<file path="config.mk">
export PLATFORM = sky130hd
export DESIGN_NAME = serial_word_receiver
export DESIGN_NICKNAME = d
export VERILOG_FILES = /design/src/rtl/shift_pkg.sv /design/src/rtl/serial_word_shift_core.sv /design/src/rtl/serial_word_receiver.sv
export SDC_FILE = /design/constraint.sdc
export NUM_CORES = 1
export LEC_CHECK = 0
export CORE_MARGIN = 2
export CORE_UTILIZATION = 46
export DETAILED_ROUTE_END_ITERATION = 10
export HOLD_SLACK_MARGIN = 0.05
export PLACE_DENSITY = 0.73
export SYNTH_ARGS = -nofsm -noshare
export SYNTH_HDL_FRONTEND = slang
export SYNTH_SLANG_ARGS = --single-unit
</file>
<file path="constraint.sdc">
create_clock -name clk -period 2.2 [get_ports clk]
set_clock_uncertainty 0.05 [all_clocks]
set_input_delay 0.22 -clock clk [delete_from_list [all_inputs] [get_ports clk]]
set_output_delay 0.22 -clock clk [all_outputs]
set_load 0.005 [all_outputs]
</file>
<file path="src/rtl/shift_pkg.sv">
// shift_pkg: shared FSM state and bit-order encodings for the serial word receiver
package shift_pkg;
  typedef enum logic {ST_IDLE = 1'b0, ST_SHIFT = 1'b1} state_t;
  localparam logic ORDER_MSB = 1'b0;
  localparam logic ORDER_LSB = 1'b1;
endpackage

</file>
<file path="src/rtl/serial_word_shift_core.sv">
// serial_word_shift_core: WIDTH-bit bidirectional assembly register
// ports: en_i shift enable, order_i bit order, bit_i serial bit, clr_i discard old contents,
//        word_d_o value the register takes at the next edge
module serial_word_shift_core
  import shift_pkg::*;
#(
  parameter int WIDTH = 4
) (
  input  logic             clk,
  input  logic             reset,
  input  logic             en_i,
  input  logic             order_i,
  input  logic             bit_i,
  input  logic             clr_i,
  output logic [WIDTH-1:0] word_d_o
);
  logic [WIDTH-1:0] word_q, base;
  always_comb begin
    base = clr_i ? '0 : word_q;
    word_d_o = !en_i ? word_q
             : (order_i == ORDER_LSB) ? {bit_i, base[WIDTH-1:1]}
             : {base[WIDTH-2:0], bit_i};
  end
  always_ff @(posedge clk or posedge reset)
    if (reset) word_q <= '0;
    else       word_q <= word_d_o;
endmodule

</file>
<file path="src/rtl/serial_word_receiver.sv">
// serial_word_receiver: framed serial-to-parallel receiver with one-deep valid/ready output buffer
// ports: ser_in/ser_valid/frame/lsb_first serial side; out_data/out_valid/out_ready parallel side;
//        busy word in progress; overrun one-cycle pulse when a completed word is dropped
module serial_word_receiver
  import shift_pkg::*;
#(
  parameter int WIDTH = 4
) (
  input  logic             clk,
  input  logic             reset,
  input  logic             ser_in,
  input  logic             ser_valid,
  input  logic             frame,
  input  logic             lsb_first,
  output logic [WIDTH-1:0] out_data,
  output logic             out_valid,
  input  logic             out_ready,
  output logic             busy,
  output logic             overrun
);
  localparam int CW = $clog2(WIDTH + 1);
  state_t           state_q, state_d;
  logic [CW-1:0]    cnt_q, cnt_d;
  logic             order_q, order_d;
  logic [WIDTH-1:0] out_data_q, out_data_d, word_d;
  logic             out_valid_q, out_valid_d, overrun_q, overrun_d;
  logic             start, adv, done, full;
  // a framed strobe always begins a new word, even mid-word (restart)
  assign start = ser_valid && frame;
  assign adv   = ser_valid && !start && (state_q == ST_SHIFT);
  assign done  = adv && (cnt_q == CW'(WIDTH - 1));
  assign full  = out_valid_q && !out_ready;
  serial_word_shift_core #(.WIDTH(WIDTH)) u_core (
    .clk     (clk),
    .reset   (reset),
    .en_i    (start || adv),
    .order_i (start ? lsb_first : order_q),
    .bit_i   (ser_in),
    .clr_i   (start),
    .word_d_o(word_d)
  );
  always_comb begin
    state_d     = start ? ST_SHIFT : done ? ST_IDLE : state_q;
    cnt_d       = start ? CW'(1) : adv ? cnt_q + CW'(1) : cnt_q;
    order_d     = start ? lsb_first : order_q;
    out_valid_d = done || full;
    out_data_d  = (done && !full) ? word_d : out_data_q;
    overrun_d   = done && full;
  end
  always_ff @(posedge clk or posedge reset)
    if (reset) begin
      state_q     <= ST_IDLE;
      cnt_q       <= '0;
      order_q     <= ORDER_MSB;
      out_data_q  <= '0;
      out_valid_q <= 1'b0;
      overrun_q   <= 1'b0;
    end else begin
      state_q     <= state_d;
      cnt_q       <= cnt_d;
      order_q     <= order_d;
      out_data_q  <= out_data_d;
      out_valid_q <= out_valid_d;
      overrun_q   <= overrun_d;
    end
  assign out_data  = out_data_q;
  assign out_valid = out_valid_q;
  assign busy      = (state_q == ST_SHIFT);
  assign overrun   = overrun_q;
endmodule

</file>
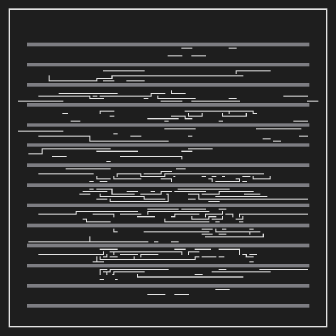
Fig. 1. M1 wires.
Supply wires on this layer in grey.
longest straight run = 17.7 um
nets with wire on the layer = 79
main direction = horizontal
share of all routed wire = 50%
met1 Resource Use GR: 0.214
Routed WL: 1.16 mm
total number of vias: 509

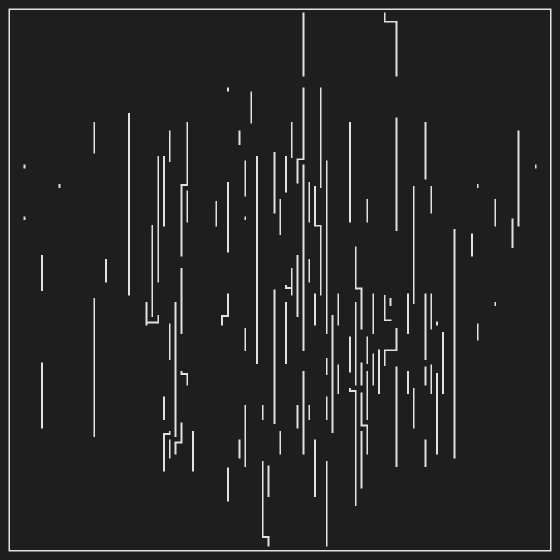
Fig. 2. The metal 2 layer.
nets with wire on the layer = 73
longest straight run = 18.0 um
wire length on this layer = 476 um
main direction = vertical

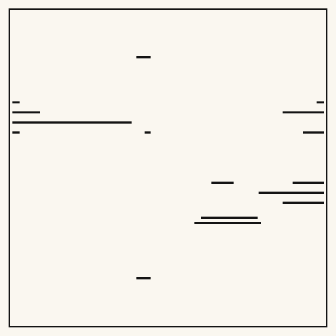
Fig. 3. Met3 routing.
nets with wire on the layer = 14
share of all routed wire = 6.0%
main direction = horizontal
wire length on this layer = 69.4 um
longest straight run = 15.9 um

==> flow_metrics.tcl <==
# yosys + openroad results
set metrics [dict create \
    die-area_mm2 0.00183 \
    numPortBuffers 13 \
    route.detailed.drc 0 \
    fa_ha_area_frac 0.0362 \
    p_leak_uw 0.000388 \
    ctsLongestPathBuffers 2 \
    gr-max-usage-layer "met1" \
    synthArstFlopShare 1.00 \
    cts_tree "built" \
    setup_viol 0 \
    firstDrtPassIters 4 \
    crit_path_end_kind "flip-flop" \
    required_ns 2.33 \
    cts_hold_buffers 0 \
    warnings 26 \
    drv_cap 0 \
    synth_nets 72 \
    max_slew.worst_pin.slew_ns 0.557 \
    layout-drive-gt1-share 0.127 \
    synthCells 63 \
    ys_ff 15 \
    cts_buffers 3 \
    place_area_um2 835 \
    ant_nets 0 \
    dp_hpwl_um 847 \
    p_int_uw 595 \
    grt_max_degree 16 \
    first_iter_violations 9 \
    edf_count 0 \
    p_comb_frac 0.325 \
    rsz0062_at_grt "false" \
    netlist.area_leader.share 0.543 \
    yosys.area.top_type "dfrtp_1" \
    min_period_ns 1.65 \
    clkLatencyLatePin_ns 0.28 \
    synth-cells-yosys 63 \
    rows 13 \
    routedWlPerCell_um 12.3 \
    ys_sh_simple 0.168 \
    fp.dieW_um 42.8 \
    final_cell_area_um2 862 \
    cts_setup_buffers 0 \
    synth-xor-area-share 0 \
    logic_family "simple AND/OR/NAND/NOR gates" \
    met3_usage 0.0340 \
    crit_arrival_ns 1.77 \
    viasPerCell 5.41 \
    fp-utilization 0.512 \
    reg2reg_depth 5 \
    gr-total-overflow 0 \
    yosysWarnings 0 \
    r2r-end "out_data[2]" \
    cp-start-kind "flip-flop" \
    ir_drop_mv 0.443 \
    syn_area_per_cell_um2 11.0 \
    slew-limit-headroom 0.628 \
    area_growth_syn_to_layout_pct 24.8 \
    outcome "finished, final reports clean" \
    hold_viol 0 \
    fmax_ghz 0.608 \
    synth.distinct_cells 24 \
    p_sw_uw 266 \
    grt_antenna_before_repair 0 \
    grt_use_total 0.154 \
    pin_count 14 \
    post_synth_main_area_contributors "dfrtp_1 54%, nand2_1 4.9%, mux2_4 4.3%" \
]
-- layout make-up --
type | instances | area [um2]
clock buffers | 3 | 22.5
clock inverters | 1 | 5.00
fillers | 118 | 488
inverters | 5 | 18.8
multi-input cells | 42 | 292
flip-flops and latches | 15 | 375
well taps | 15 | 18.8
repair buffers | 13 | 130
-- placed cells by master (no fill, tap or decap) --
| cell | Yosys | routed |
|---|---|---|
| a211oi_1 | 1 | 1 |
| a21o_2 | 1 | 1 |
| a21oi_1 | 4 | 4 |
| a31oi_1 | 2 | 2 |
| a32oi_1 | 1 | 1 |
| and2_4 | 1 | 1 |
| and4_2 | 1 | 1 |
| and4b_4 | 1 | 1 |
| clkbuf_4 | 0 | 3 |
| clkdlybuf4s50_1 | 0 | 13 |
| clkinv_2 | 0 | 1 |
| dfrtp_1 | 15 | 15 |
| ha_1 | 2 | 2 |
| inv_1 | 5 | 5 |
| mux2_4 | 2 | 2 |
| mux2i_1 | 2 | 2 |
| nand2_1 | 9 | 9 |
| nand2b_1 | 2 | 2 |
| nand3b_1 | 1 | 1 |
| nand4b_1 | 1 | 1 |
| nor2_1 | 1 | 1 |
| nor2b_1 | 2 | 2 |
| nor3_1 | 1 | 1 |
| o21ai_0 | 4 | 4 |
| o21ai_1 | 1 | 1 |
| o2bb2ai_1 | 2 | 2 |
-- per-stage QoR --
stage | cells | worst slack (ns) | hold slack [ns]
finish | 94 | 0.555 | 0.222
global route | 94 | 0.505 | 0.300
CTS | 94 | 0.559 | 0.240
detailed placement | 90 | 0.465 | 0.431
global placement | 90 | 0.469 | 0.412
floorplan | 63 | 0.625 | 0.0715
-- synth_stat cells, types with 2 or more instances --
cell type	n
mux2i_1	2
nor2b_1	2
inv_1	5
mux2_4	2
a31oi_1	2
o2bb2ai_1	2
ha_1	2
dfrtp_1	15
o21ai_0	4
nand2b_1	2
a21oi_1	4
nand2_1	9
-- sequential cells by signal, summed over array words and instances (netlist names) --
signal and count:
cnt_q 3, overrun 1, order_q 1, u_core.word_q 4
out_valid 1, out_data 4, busy 1
-- layer usage --
layer  wire length (um)  vias to the layer above
met3                 69                        3
met2                475                       20
met1                582                      233
li1                   -                      253
met5                  0                        -
met4                 29                        0
-- worst max-delay path, stage by stage, from the launching register on --
cell	delay, ns
dfrtp_1	0.41
ha_1	0.20
ha_1	0.21
and4b_4	0.21
and2_4	0.17
mux2_4	0.29
-- power groups by stage --
| stage | Sequential, uW | Clock (uW) | Combinational, uW |
|---|---|---|---|
| CTS | 425 | 165 | 285 |
| global placement | 430 | 0 | 279 |
| global route | 438 | 177 | 315 |
| finish | 425 | 156 | 280 |
| detailed placement | 430 | 0 | 281 |
| floorplan | 420 | 0 | 161 |
-- worst max-delay path by stage --
stage                         start  slack [ns]          end  cells after the start
final                      cnt_q[0]        0.55  out_data[2]                      5
after floorplan            cnt_q[0]        0.62  out_data[1]                      5
after detailed placement      frame        0.46  out_data[1]                      4
after global placement    ser_valid        0.47  out_data[0]                      4
after global routing       cnt_q[0]        0.50  out_data[2]                      5
after CTS                  cnt_q[0]        0.56  out_data[2]                      5
No activity file was given, so power comes from the tool's default toggle rates.
